<file path="src/rtl/mem_access_unit.sv">
// Data-memory initiator: checks alignment and range, then issues a req/gnt memory access.
// It returns extended load data or an address exception. Define MEM_TRACE_EN to print granted stores.
module mem_access_unit #(
    parameter int ADDR_W      = 14,
    parameter int DEPTH_WORDS = 3072
) (
    input  logic              clk,
    input  logic              rst,
    input  logic              cpu_valid,
    output logic              cpu_ready,
    input  logic [2:0]        cpu_op,
    input  logic [31:0]       cpu_addr,
    input  logic [31:0]       cpu_wdata,
    input  logic [31:0]       cpu_pc,
    output logic              resp_valid,
    output logic [31:0]       resp_rdata,
    output logic [1:0]        resp_exc,
    output logic              mem_req,
    output logic              mem_we,
    output logic [ADDR_W-3:0] mem_addr,
    output logic [3:0]        mem_be,
    output logic [31:0]       mem_wdata,
    input  logic              mem_gnt,
    input  logic              mem_rvalid,
    input  logic [31:0]       mem_rdata
);
    localparam logic [31:0] LIMIT = 32'(4 * DEPTH_WORDS);

    typedef enum logic [1:0] {IDLE, REQ, WAIT, RESP} state_t;
    state_t     state;
    logic [2:0] op_q;
    logic [1:0] lo_q;

    logic        is_store, misaligned, bad;
    logic [3:0]  be;
    logic [31:0] wd;

    assign is_store = cpu_op >= 3'd5;

    always_comb begin
        misaligned = 1'b0;
        be         = 4'b0001 << cpu_addr[1:0];
        wd         = {4{cpu_wdata[7:0]}};
        case (cpu_op)
            3'd0, 3'd5: begin
                misaligned = cpu_addr[1:0] != 2'b00;
                be         = 4'b1111;
                wd         = cpu_wdata;
            end
            3'd1, 3'd2, 3'd6: begin
                misaligned = cpu_addr[0];
                be         = cpu_addr[1] ? 4'b1100 : 4'b0011;
                wd         = {2{cpu_wdata[15:0]}};
            end
            default: ;
        endcase
    end

    assign bad = misaligned || (cpu_addr >= LIMIT);

    function automatic logic [31:0] extract(input logic [2:0] op, input logic [1:0] lo,
                                            input logic [31:0] w);
        logic [15:0] h;
        logic [7:0]  b;
        h = lo[1] ? w[31:16] : w[15:0];
        b = 8'(w >> {lo, 3'b000});
        case (op)
            3'd1:    return {{16{h[15]}}, h};
            3'd2:    return {16'h0, h};
            3'd3:    return {{24{b[7]}}, b};
            3'd4:    return {24'h0, b};
            default: return w;
        endcase
    endfunction

`ifdef MEM_TRACE_EN
    logic [31:0] pc_q;
    logic [31:0] trace_data;
    always_comb begin
        trace_data = {24'h0, mem_wdata[7:0]};
        if (op_q == 3'd5) trace_data = mem_wdata;
        else if (op_q == 3'd6) trace_data = {16'h0, mem_wdata[15:0]};
    end
`else
    logic pc_unused;
    assign pc_unused = ^cpu_pc;
`endif

    always_ff @(posedge clk) begin
        if (rst) begin
            state      <= IDLE;
            cpu_ready  <= 1'b1;
            resp_valid <= 1'b0;
            resp_rdata <= '0;
            resp_exc   <= '0;
            mem_req    <= 1'b0;
            mem_we     <= 1'b0;
            mem_addr   <= '0;
            mem_be     <= '0;
            mem_wdata  <= '0;
            op_q       <= '0;
            lo_q       <= '0;
`ifdef MEM_TRACE_EN
            pc_q       <= '0;
`endif
        end else begin
            case (state)
                IDLE: if (cpu_valid) begin
                    op_q      <= cpu_op;
                    lo_q      <= cpu_addr[1:0];
                    cpu_ready <= 1'b0;
`ifdef MEM_TRACE_EN
                    pc_q      <= cpu_pc;
`endif
                    if (bad) begin
                        // excepting accesses never reach the memory
                        state      <= RESP;
                        resp_valid <= 1'b1;
                        resp_rdata <= '0;
                        resp_exc   <= is_store ? 2'd2 : 2'd1;
                    end else begin
                        state     <= REQ;
                        mem_req   <= 1'b1;
                        mem_we    <= is_store;
                        mem_addr  <= cpu_addr[ADDR_W-1:2];
                        mem_be    <= be;
                        mem_wdata <= wd;
                    end
                end
                REQ: if (mem_gnt) begin
                    mem_req <= 1'b0;
                    if (mem_we) begin
                        state      <= RESP;
                        resp_valid <= 1'b1;
                        resp_rdata <= '0;
                        resp_exc   <= 2'd0;
`ifdef MEM_TRACE_EN
                        $display("@%h: *%h <= %h", pc_q,
                                 {{(34-ADDR_W){1'b0}}, mem_addr, lo_q}, trace_data);
`endif
                    end else begin
                        state <= WAIT;
                    end
                end
                WAIT: if (mem_rvalid) begin
                    state      <= RESP;
                    resp_valid <= 1'b1;
                    resp_rdata <= extract(op_q, lo_q, mem_rdata);
                    resp_exc   <= 2'd0;
                end
                RESP: begin
                    state      <= IDLE;
                    resp_valid <= 1'b0;
                    resp_rdata <= '0;
                    resp_exc   <= '0;
                    cpu_ready  <= 1'b1;
                end
                default: state <= IDLE;
            endcase
        end
    end
endmodule

</file>
<file path="config.mk">
export PLATFORM = sky130hd
export DESIGN_NAME = mem_access_unit
export DESIGN_NICKNAME = d
export VERILOG_FILES = /design/src/rtl/mem_access_unit.sv
export SDC_FILE = /design/constraint.sdc
export NUM_CORES = 1
export LEC_CHECK = 0
export ABC_AREA = 1
export CAP_MARGIN = 5
export CORE_MARGIN = 3
export CORE_UTILIZATION = 48
export CTS_BUF_LIST = sky130_fd_sc_hd__clkbuf_2
export DETAILED_ROUTE_END_ITERATION = 10
export PLACE_DENSITY = 0.89
export SYNTH_ARGS = -nofsm -noshare
export SYNTH_HDL_FRONTEND = slang
export SYNTH_SLANG_ARGS = --single-unit
</file>
<file path="constraint.sdc">
create_clock -name clk -period 3.2 [get_ports clk]
set_input_delay 0.8 -clock clk [delete_from_list [all_inputs] [get_ports clk]]
set_output_delay 0.8 -clock clk [all_outputs]
set_load 0.03 [all_outputs]
</file>
run_1/metal_density.png
Drawn at 3 px/µm. 22 x 22 tiles, from dark purple (low) to yellow (high), scaled to the fullest tile. Values are wire area over tile area, all layers added.
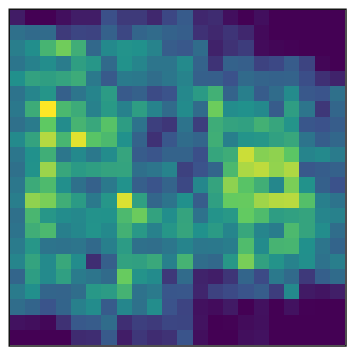
emptiest ninth of the die: upper right
fullest tile: 0.61
mean over tiles: 0.23
nearly empty tiles: 9.1%
tiles over half the peak: 29%
final wirelength: 17100 µm
vias after detailed routing: 6057

run_1/clocks.png
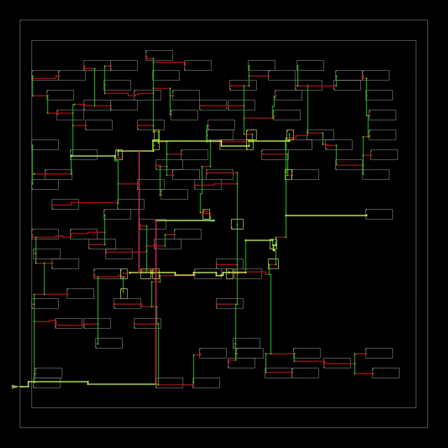
Post-Route Skew: 0.0441 ns
power in the clock group: 531 µW

==> impl_metrics.env, run 1 <==
# physical design summary
export IMPL_worst_slew_margin_rel_pct=60.2
export IMPL_power_static_leakage_nw=3.12
export IMPL_maxCapViolations=0
export IMPL_floorplan_io_pins=222
export IMPL_regToRegSetupSlack_ns=0.74
export IMPL_power_combinational_fraction_pct=52.3
export IMPL_cts_root_buf="sky130_fd_sc_hd__clkbuf_2"
export IMPL_cts_setup_buffers=0
export IMPL_tns_ns=0
export IMPL_regToRegStartpoint="state[0]$_SDFFE_PP0P_"
export IMPL_synthFlopType="sky130_fd_sc_hd__dfxtp_1"
export IMPL_post_synth_main_area_contributors="sky130_fd_sc_hd__dfxtp_1 (35%), sky130_fd_sc_hd__nand2_1 (18%), sky130_fd_sc_hd__nor2_1 (9.7%)"
export IMPL_synth_cell_area_um2=5370
export IMPL_route_detailed_wl_per_inst_um=14.7
export IMPL_synth_stat_cells=855
export IMPL_synth_cells=855
export IMPL_first_global_vias=5644
export IMPL_rsz0062_at_grt="no"
export IMPL_timing_setup_critical_path_class="reg -> out"
export IMPL_worstReg2RegEnd="resp_rdata[6]$_SDFFE_PP0P_"
export IMPL_final_period_minus_worst_setup_slack_ns=2.50
export IMPL_slowest_stage="sky130_fd_sc_hd__clkdlybuf4s50_1"
export IMPL_clk_pin_slew_ns=0.26
export IMPL_power_clock_fraction_pct=13.2
export IMPL_report_power_total_mw=4.01
export IMPL_die_area_um2=12500
export IMPL_clock_sink_total=93
export IMPL_io_buffers=189
export IMPL_synth_cell_type_count=37
export IMPL_cts_hold_repair_buffers=0
export IMPL_cp_data_required_time_ns=2.40
export IMPL_grt_antenna_before_repair=0
export IMPL_worstMarginPinSlew_ns=0.596
export IMPL_worst_setup_slack_after_layout_ns=0.705
export IMPL_yosys_area_top_type="sky130_fd_sc_hd__dfxtp_1"
export IMPL_avgViaCountPerCell=5.22
export IMPL_cts_root_to_sink_buffers=2
export IMPL_most_numerous_cell_in_the_yosys_netlist="sky130_fd_sc_hd__nand2_1"
export IMPL_worstSkewPairLatency_ns=0.56
export IMPL_tritoncts="yes"
export IMPL_cts_repair_resized=0
export IMPL_worstSetupPathDepth=1
export IMPL_synth_edff_count=0
export IMPL_dp_slack_ns=0.247
export IMPL_track_usage_pct=26.6
export IMPL_numSynthFlops=93
export IMPL_placedInstanceArea_um2=7240
export IMPL_place_detailed_hpwl_um=12700
export IMPL_hold_path_cell_count=2
export IMPL_die_h_um=112
export IMPL_synth_nets=995
export IMPL_pin_count_of_the_biggest_net_entering_global_routing=38
export IMPL_hold_ws_ns=0.481
export IMPL_ys_seq_share_pct=34.7
export IMPL_ys_async_sr_fraction_pct=0
export IMPL_cts_buffers=9
export IMPL_ys_warn_count=0
export IMPL_grt_first_pass_wirelength_um=27400
export IMPL_antenna_cells=0
export IMPL_finalSetupViolations=0
export IMPL_top_cells_by_instance_count_after_synthesis="sky130_fd_sc_hd__nand2_1 (255), sky130_fd_sc_hd__nor2_1 (138), sky130_fd_sc_hd__dfxtp_1 (93), sky130_fd_sc_hd__a21oi_1 (67), sky130_fd_sc_hd__o21ai_0 (60)"
export IMPL_layout_cells_non_filler=1161
export IMPL_timing_critical_path_max_delay_family="buffers and inverters"
export IMPL_syn_mean_instance_area_um2=6.28
export IMPL_numPlacedInstances=1145
export IMPL_power_density_cell_area_nw_per_um2=547
export IMPL_postRouteAntennaNets=0
export IMPL_fmax_ghz=0.401
export IMPL_ys_chip_area_um2=5370
export IMPL_crit_arrival_ns=1.70
export IMPL_seq_pwr_share_pct=34.5
export IMPL_outcome="finished, final reports clean"
export IMPL_crit_path_cell_trace="clkdlybuf4s50_1"
export IMPL_crit_buf_inv=1
run_1/placement_by_type.png
Drawn at 4 px/µm.
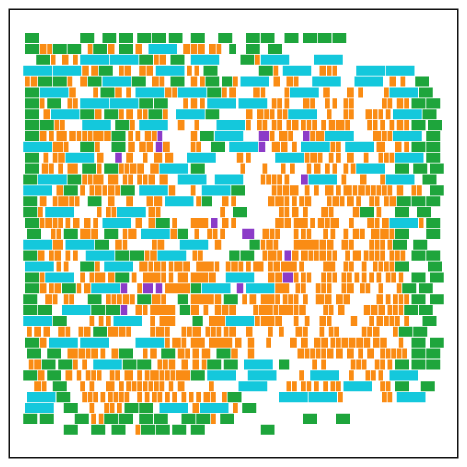
[sequential cells] cyan | cells: 93
[remaining buffers and delay cells] green | cells: 199
[combinational and other logic] orange | cells: 717
[clock drivers and dummy loads] purple | cells: 16
Site Rows: 37
share of the core filled with cells: 69.1%
floorplan core area: 10600 µm²
Seq area share: 25.4%
final instance area: 7330 µm²

[run 1: state kept, by name, indices dropped and copies added, names as in the netlist]
signal	cells
mem_wdata	32
resp_rdata	32
mem_addr	12
mem_be	4
cpu_ready	1
lo_q	2
mem_we	1
resp_valid	1
op_q	3
mem_req	1
state	2
resp_exc	2
[run 1: layout by cell type (no fill, tap or decap), types with 10 or more instances in the layout]
cell type,Yosys,final
sky130_fd_sc_hd__nor2_1,138,138
sky130_fd_sc_hd__buf_4,8,10
sky130_fd_sc_hd__nor3_1,16,16
sky130_fd_sc_hd__clkdlybuf4s50_1,0,188
sky130_fd_sc_hd__dfxtp_1,93,93
sky130_fd_sc_hd__nand3_1,36,36
sky130_fd_sc_hd__o21ai_1,11,11
sky130_fd_sc_hd__a21oi_1,67,67
sky130_fd_sc_hd__o21ai_0,60,60
sky130_fd_sc_hd__nand2_1,255,255
sky130_fd_sc_hd__clkbuf_2,1,11
sky130_fd_sc_hd__inv_1,55,55
[run 1: worst max path at each step]
stage	from	to	slack, ns
finish	mem_we$_SDFFE_PP0P_	mem_we	0.70
global route	state[0]$_SDFFE_PP0P_	resp_rdata[23]$_SDFFE_PP0P_	0.53
detailed placement	cpu_op[2]	resp_rdata[6]$_SDFFE_PP0P_	0.25
floorplan	cpu_valid	resp_rdata[0]$_SDFFE_PP0P_	1.25
CTS	mem_addr[11]$_SDFFE_PP0P_	mem_addr[11]	0.69
global placement	cpu_op[2]	resp_rdata[6]$_SDFFE_PP0P_	0.28
[run 1: power groups by stage]
stage | registers [mW] | clock network [mW] | logic, mW
global placement | 1.40 | 0 | 2.06
detailed placement | 1.40 | 0 | 2.09
CTS | 1.38 | 0.535 | 2.10
finish | 1.38 | 0.531 | 2.09
floorplan | 1.57 | 0 | 1.39
global route | 1.40 | 0.592 | 2.31
[run 1: cells by family (layout without fill, tap and decap cells)]
group                      Yosys count  in the layout  share of synthesized area (%)
and+or+nand+nor                    492            492                           39.5
DFF                                 93             93                           34.7
adders and majority gates            4              4                          0.933
AOI/OAI and AO/OA                  155            155                           15.4
buffers and inverters              111            281                           9.49
[run 1: cell type report]
type,instances,area (µm²)
flip-flops and latches,93,1860
repair buffers,199,1960
clock buffers,11,55.1
clock inverters,5,35.0
fillers,949,3270
inverters,66,251
well taps,136,170
multi-input cells,651,3000
[run 1: routing by layer]
metal  part of all wire, %  GRT usage (%)  vias up
met2                    48           46.3      252
met4                   2.1           7.70        0
met1                    40           30.7     2729
met5                     0              0        -
li1                      -              -     3052
met3                    10           9.35       24
==> run 2, diff against run 1 <==
CORE_UTILIZATION = 40   (was 48)
PLACE_DENSITY = 0.8   (was 0.89)
clock period = 2.05 ns   (was 3.2 ns; I/O delays follow)
run_2/clocks.png
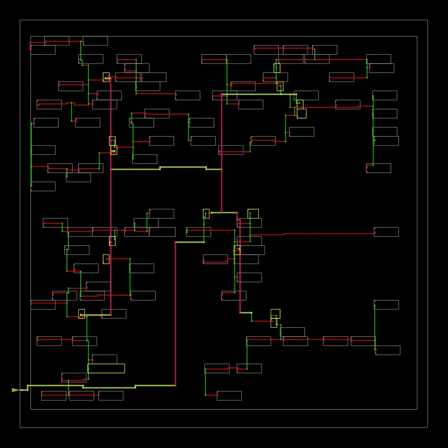
Late-Pin Clk Latency: 0.58 ns
Post-Route Skew: 0.0140 ns
Flops: 93
final-layout clock buffer total: 10
clock sink total: 93

==> run 2 against run 1 <==
Effect of this change:
- sequential power grew 55%
- global-route usage fell by 2.3 points
- die size increased by 19%
==> impl_metrics.env, run 2 <==
# physical design summary
export IMPL_track_usage_pct=24.2
export IMPL_synth_nets=995
export IMPL_irDropWorstVdd_mv=0.427
export IMPL_hold_viol=0
export IMPL_postRouteAntennaNets=0
export IMPL_layout_cells_non_filler=1242
export IMPL_top_regs="mem_wdata (32), resp_rdata (32), mem_addr (12)"
export IMPL_startpoint_kind_of_the_worst_setup_timing_path="flip-flop"
export IMPL_mi_logic_area_um2=3000
export IMPL_cts_buffers=9
export IMPL_synth_edff_count=0
export IMPL_crit_fanout=2
export IMPL_number_of_cells_traversed_by_the_worst_register_to_register_path=10
export IMPL_worstReg2RegEnd="resp_rdata[27]$_SDFFE_PP0P_"
export IMPL_numSynthFlops=93
export IMPL_post_synth_top_area_fraction_pct=34.7
export IMPL_cts_setup_buffers=0
export IMPL_first_global_vias=5971
export IMPL_ys_async_sr_fraction_pct=0
export IMPL_timing_setup_critical_path_class="reg -> out"
export IMPL_placeableCoreArea_um2=12900
export IMPL_route_detailed_wl_per_inst_um=14.1
export IMPL_synth_stat_cells=855
export IMPL_final_nets=1204
export IMPL_clk_pin_slew_ns=0.24
export IMPL_slowest_stage="sky130_fd_sc_hd__dfxtp_1"
export IMPL_hold_path_startpoint="rst"
export IMPL_timing_critical_path_max_delay_family="flip-flops"
export IMPL_top_cells_by_instance_count_after_synthesis="sky130_fd_sc_hd__nand2_1 (255), sky130_fd_sc_hd__nor2_1 (138), sky130_fd_sc_hd__dfxtp_1 (93), sky130_fd_sc_hd__a21oi_1 (67), sky130_fd_sc_hd__o21ai_0 (60)"
export IMPL_most_numerous_cell_in_the_yosys_netlist="sky130_fd_sc_hd__nand2_1"
export IMPL_post_synth_main_area_contributors="sky130_fd_sc_hd__dfxtp_1 (35%), sky130_fd_sc_hd__nand2_1 (18%), sky130_fd_sc_hd__nor2_1 (9.7%)"
export IMPL_routed_wirelength_um=17600
export IMPL_power_static_leakage_nw=3.77
export IMPL_report_power_total_mw=6.61
export IMPL_synth_cell_type_count=37
export IMPL_worst_slew_margin_rel_pct=63.8
export IMPL_fmax_ghz=0.511
export IMPL_die_h_um=122
export IMPL_tritoncts="yes"
export IMPL_synth_cell_area_um2=5370
export IMPL_finalSetupViolations=0
export IMPL_ys_warn_count=0
export IMPL_detailedRoute_firstIterationViolations=359
export IMPL_tns_ns=0
export IMPL_ys_chip_area_um2=5370
export IMPL_numPlacedInstances=1225
export IMPL_syn_mean_instance_area_um2=6.28
export IMPL_ys_seq_share_pct=34.7
export IMPL_pin_count_of_the_biggest_net_entering_global_routing=37
export IMPL_outcome="finished, final reports clean"
export IMPL_rsz0062_at_grt="no"
export IMPL_filler_cell_count=1275
export IMPL_cts_root_to_sink_buffers=2
export IMPL_period_used_pct=95.5
export IMPL_clock_tree_htree_level_count=3
export IMPL_drt_first_pass_iters=5
export IMPL_final_max_slew_viol_count=0
export IMPL_layout_top_cell="sky130_fd_sc_hd__nand2_1"
export IMPL_avgViaCountPerCell=4.94
export IMPL_gr_total_overflow=0
export IMPL_maxCapViolations=0
export IMPL_io_buffers=189
export IMPL_place_detailed_hpwl_um=13600
export IMPL_die_outline_width_um=122
export IMPL_cts_root_buf="sky130_fd_sc_hd__clkbuf_2"
export IMPL_worstSetupPathDepth=1
export IMPL_hold_path_cell_count=4
export IMPL_final_period_minus_worst_setup_slack_ns=1.96
export IMPL_die_area_um2=14800
export IMPL_yosys_area_top_type="sky130_fd_sc_hd__dfxtp_1"
export IMPL_timing_hold_worst_endpoint="op_q[2]$_SDFFE_PP0P_"
export IMPL_register_area_um2=1860
export IMPL_area_delta_synth_final_pct=43.5
export IMPL_slowest_delay_ns=0.44
export IMPL_regToRegStartpoint="state[1]$_SDFFE_PP0P_"
export IMPL_grt_first_pass_wirelength_um=28700
export IMPL_floorplan_io_pins=222
export IMPL_power_density_cell_area_nw_per_um2=858
export IMPL_fin_util_pct=59.8
export IMPL_crit_buf_inv=1
export IMPL_worst_setup_path_end_kind="output port"
export IMPL_synthFlopType="sky130_fd_sc_hd__dfxtp_1"
export IMPL_layout_top_cells="sky130_fd_sc_hd__nand2_1 (255), sky130_fd_sc_hd__nor2_1 (138), sky130_fd_sc_hd__clkdlybuf4s50_1 (102), sky130_fd_sc_hd__dfxtp_1 (92), sky130_fd_sc_hd__dlygate4sd2_1 (83)"
export IMPL_num_rows=41
export IMPL_vias=6140
export IMPL_gp_routability_congestion=0.978
export IMPL_stage_log_warnings=61
export IMPL_worstMarginPinSlew_ns=0.539
export IMPL_hold_path_class="in -> reg"
export IMPL_crit_arrival_ns=1.45
export IMPL_drcViolationCount=0
export IMPL_cp_data_required_time_ns=1.54
export IMPL_grt_antenna_before_repair=1
export IMPL_drive_above_1_share_pct=10.8
export IMPL_initial_utilization_pct=41.7
export IMPL_crit_path_cell_trace="dlygate4sd2_1"
export IMPL_synth_cells=855
export IMPL_regToRegSetupSlack_ns=0.20
-- run 2: cell counts after synthesis --
No cell type changed its count.
-- run 2: cell families (layout without fill, tap and decap cells) --
group,Yosys count,after routing,synth area share [%]
AND/OR/NAND/NOR,492,492,39.5
AND-OR/OR-AND,155,155,15.4
buffers and inverters,111,325,9.49
flip-flops,93,93,34.7
adder cells (fa/ha/maj),4,4,0.933
other,0,1,0
-- run 2: per-layer routing --
| metal | vias to the layer above | wire, µm | global-route usage (%) |
|---|---|---|---|
| li1 | 3146 | - | - |
| met1 | 2756 | 7170 | 28.0 |
| met2 | 208 | 8380 | 42.2 |
| met3 | 30 | 1650 | 7.52 |
| met4 | 0 | 355 | 8.82 |
| met5 | - | 0 | 0 |
-- run 2: what timing repair did --
item,CTS,global route
gates cloned,0,0
pin swaps,0,0
resized,86,7
hold buffers,0,0
setup endpoints to repair,86,5
-- run 2: worst max path at each step --
stage	slack (ns)	endpoint	from
2_1_floorplan	0.24	resp_rdata[0]$_SDFFE_PP0P_	state[0]$_SDFFE_PP0P_
3_3_place_gp	-0.23	mem_wdata[0]$_SDFFE_PP0P_	cpu_addr[20]
3_5_place_dp	-0.23	resp_rdata[6]$_SDFFE_PP0P_	cpu_addr[20]
4_1_cts	0.02	mem_wdata[11]	mem_wdata[11]$_SDFFE_PP0P_
5_1_grt	0.01	mem_wdata[3]	mem_wdata[3]$_SDFFE_PP0P_
6_report	0.09	resp_rdata[6]	resp_rdata[6]$_SDFFE_PP0P_
-- run 2: cell type report --
type                    instances  area share [%]
multi-input cells             651            38.9
repair buffers                243            29.4
flip-flops and latches         93            24.2
inverters                      66            3.27
well taps                     172            2.79
clock inverters                 6           0.828
clock buffers                  10           0.650
diodes                          1          0.0325
-- run 2: through the flow --
stage	area, µm²	hold slack [ns]	worst slack [ns]
6_report	7700	0.329	0.0912
3_3_place_gp	7700	0.451	-0.228
4_1_cts	7710	0.283	0.0237
3_5_place_dp	7700	0.455	-0.234
2_1_floorplan	5370	0.482	0.237
5_1_grt	7700	0.300	0.0104
-- run 2: where the power goes --
group          switching, mW  total [mW]  internal, mW
combinational           2.17        3.53          1.36
clock                  0.649       0.932         0.283
sequential             0.134        2.14          2.01
==> run 3, diff against run 2 <==
MAX_ROUTING_LAYER = met4   (was default)
run_3/sizes.png
Drawn at 2 px/µm.
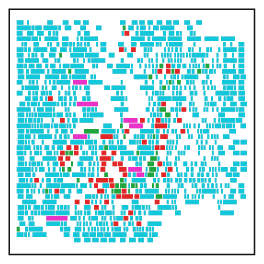
[_2 cells] green | cells: 44 | share: 4.1%
[_6 and larger] magenta | cells: 8 | share: 0.75%
[_0 and _1 cells] cyan | cells: 956 | share: 89%
[_3 and _4 cells] red | cells: 62 | share: 5.8%
worst setup slack after layout: 0.120 ns
number of buffers outside the clock class in the layout: 244
final instance area: 7720 µm²

==> run 3 against run 2 <==
Effect of this change:
- cell area grew 0.26%
- register-to-register slack hardly changed
- synthesized cell count unchanged
- via count down 0.15%
- combinational power is essentially flat
- critical path type unchanged
- first-iteration DRC count shrank 13%
- count of clock-buffer cells in the layout down 1
- critical path depth unchanged
- setup slack improved by 0.029 ns
- cell count is 0.16% higher
==> impl_metrics.env, run 3 <==
# physical design summary
export IMPL_outcome="finished, final reports clean"
export IMPL_top_cells_by_instance_count_after_synthesis="sky130_fd_sc_hd__nand2_1 (255), sky130_fd_sc_hd__nor2_1 (138), sky130_fd_sc_hd__dfxtp_1 (93), sky130_fd_sc_hd__a21oi_1 (67), sky130_fd_sc_hd__o21ai_0 (60)"
export IMPL_crit_path_cell_trace="dlygate4sd2_1"
export IMPL_layout_top_cells="sky130_fd_sc_hd__nand2_1 (255), sky130_fd_sc_hd__nor2_1 (138), sky130_fd_sc_hd__clkdlybuf4s50_1 (102), sky130_fd_sc_hd__dfxtp_1 (92), sky130_fd_sc_hd__dlygate4sd2_1 (82)"
export IMPL_numSynthFlops=93
export IMPL_cellInternalPower_mw=3.79
export IMPL_synth_edff_count=0
export IMPL_grt_first_pass_wirelength_um=27700
export IMPL_cts_repair_resized=86
export IMPL_numPlacedInstances=1226
export IMPL_ys_chip_area_um2=5370
export IMPL_maxCapViolations=0
export IMPL_post_synth_main_area_contributors="sky130_fd_sc_hd__dfxtp_1 (35%), sky130_fd_sc_hd__nand2_1 (18%), sky130_fd_sc_hd__nor2_1 (9.7%)"
export IMPL_drt_first_pass_iters=5
export IMPL_final_max_slew_viol_count=0
export IMPL_initial_utilization_pct=41.7
export IMPL_post_synth_top_area_fraction_pct=34.7
export IMPL_syn_mean_instance_area_um2=6.28
export IMPL_tns_ns=0
export IMPL_power_static_leakage_nw=3.77
export IMPL_place_detailed_hpwl_um=13700
export IMPL_stage_log_warnings=61
export IMPL_cp_data_required_time_ns=1.54
export IMPL_cts_root_buf="sky130_fd_sc_hd__clkbuf_2"
export IMPL_layout_top_cell="sky130_fd_sc_hd__nand2_1"
export IMPL_io_buffers=189
export IMPL_final_nets=1205
export IMPL_cts_buffers=9
export IMPL_hold_path_class="in -> reg"
export IMPL_postRouteAntennaNets=0
export IMPL_crit_arrival_ns=1.42
export IMPL_vias=6131
export IMPL_gr_total_overflow=0
export IMPL_cts_setup_buffers=0
export IMPL_cts_hold_repair_buffers=0
export IMPL_first_global_vias=5868
export IMPL_timing_critical_path_max_delay_family="flip-flops"
export IMPL_final_period_minus_worst_setup_slack_ns=1.93
export IMPL_tritoncts="yes"
export IMPL_drcViolationCount=0
export IMPL_clk_pin_slew_ns=0.28
export IMPL_slowest_stage="sky130_fd_sc_hd__dfxtp_1"
export IMPL_drive_above_1_share_pct=10.7
export IMPL_gp_routability_congestion=0.974
export IMPL_seq_pwr_share_pct=31.8
export IMPL_startpoint_kind_of_the_worst_setup_timing_path="flip-flop"
export IMPL_timing_setup_critical_path_class="reg -> out"
export IMPL_finalSetupViolations=0
export IMPL_cts_root_to_sink_buffers=2
export IMPL_net_switching_component_of_the_power_mw=2.97
export IMPL_grt_antenna_before_repair=2
export IMPL_filler_cell_count=1256
export IMPL_irDropWorstVdd_mv=0.365
export IMPL_power_combinational_fraction_pct=52.3
export IMPL_route_detailed_wl_per_inst_um=14.2
export IMPL_ys_warn_count=0
export IMPL_slowest_delay_ns=0.43
export IMPL_layout_cells_non_filler=1244
export IMPL_power_density_cell_area_nw_per_um2=876
export IMPL_period_used_pct=94.2
export IMPL_worstMarginPinSlew_ns=0.481
export IMPL_fmax_ghz=0.518
export IMPL_synth_stat_cells=855
export IMPL_crit_fanout=2
export IMPL_crit_buf_inv=1
export IMPL_worst_slew_margin_rel_pct=67.7
export IMPL_sw_frac_of_total_pct=43.9
export IMPL_floorplan_io_pins=222
export IMPL_placedInstanceArea_um2=7690
export IMPL_ys_seq_share_pct=34.7
export IMPL_synthFlopType="sky130_fd_sc_hd__dfxtp_1"
export IMPL_die_h_um=122
export IMPL_clock_sink_total=93
export IMPL_clock_skew_ns=0.0520
export IMPL_worstSkewPairLatency_ns=0.59
export IMPL_num_rows=41
export IMPL_synth_nets=995
export IMPL_synth_cells=855
export IMPL_detailedRoute_firstIterationViolations=312
export IMPL_most_numerous_cell_in_the_yosys_netlist="sky130_fd_sc_hd__nand2_1"
export IMPL_clock_tree_htree_level_count=3
export IMPL_power_clock_fraction_pct=15.8
export IMPL_hold_viol=0
export IMPL_synth_cell_type_count=37
export IMPL_avgViaCountPerCell=4.93
export IMPL_track_usage_pct=24.3
export IMPL_worst_setup_path_end_kind="output port"
export IMPL_rsz0062_at_grt="no"
export IMPL_placeableCoreArea_um2=12900
export IMPL_yosys_area_top_type="sky130_fd_sc_hd__dfxtp_1"
export IMPL_synth_cell_area_um2=5370
export IMPL_area_delta_synth_final_pct=43.9
export IMPL_ys_async_sr_fraction_pct=0
export IMPL_routed_wirelength_um=17700
export IMPL_pin_count_of_the_biggest_net_entering_global_routing=38
export IMPL_top_regs="mem_wdata (32), resp_rdata (32), mem_addr (12)"
export IMPL_die_outline_width_um=122
export IMPL_fin_util_pct=60.0
export IMPL_die_area_um2=14800
run 3: cell counts after synthesis:
Identical to the previous run, type by type.
run 3: logic make-up after synthesis:
group	count (synthesis)	share of synthesized area, %
DFF	93	34.7
and+or+nand+nor	492	39.5
adders and majority gates	4	0.933
buffers and inverters	111	9.49
AOI/OAI and AO/OA	155	15.4
run 3: cell type report:
type                            count  area, µm²  share of cell area [%]
Antenna cell                        2       5.00                  0.0648
Clock buffer                        9       45.0                   0.583
Clock inverter                      7       97.6                    1.26
Inverter                           66        251                    3.26
Multi-Input combinational cell    651       3000                    38.8
Sequential cell                    93       1860                    24.1
Tap cell                          172        215                    2.79
Timing Repair Buffer              244       2250                    29.1
run 3: final timing paths:
| check | from | end | slack, ns | depth (start not counted) |
|---|---|---|---|---|
| setup reg to reg | state[1]$_SDFFE_PP0P_ | resp_rdata[7]$_SDFFE_PP0P_ | 0.20 | 10 |
| hold reg to reg | mem_req$_SDFFE_PP0P_ | mem_req$_SDFFE_PP0P_ | 0.48 | 2 |
| setup / recovery | resp_rdata[7]$_SDFFE_PP0P_ | resp_rdata[7] | 0.12 | 1 |
| hold / removal | rst | mem_wdata[2]$_SDFFE_PP0P_ | 0.34 | 3 |
run 3: power by group through the flow:
stage               clock (mW)  combinational, mW  sequential (mW)
floorplan                    0               2.18             2.45
global placement             0               3.61             2.19
detailed placement           0               3.64             2.19
CTS                       1.11               3.54             2.15
global route              1.18               3.92             2.18
finish                    1.07               3.54             2.15
run 3: layer usage:
| metal | global-route usage, % | up-vias | part of all wire (%) |
|---|---|---|---|
| met5 | - | - | 0 |
| met4 | 8.26 | 0 | 2.1 |
| met3 | 7.38 | 29 | 8.5 |
| met2 | 41.1 | 220 | 47 |
| met1 | 27.5 | 2728 | 42 |
| li1 | - | 3154 | - |
run 3: through the flow:
stage	setup WS, ns	hold WS [ns]	power [mW]
after floorplan	0.237	0.482	4.63
after global placement	-0.196	0.450	5.80
after detailed placement	-0.226	0.455	5.83
after CTS	0.00334	0.294	6.81
after global routing	0.0107	0.304	7.28
final	0.120	0.341	6.76
Power and IR drop assume default switching activity.
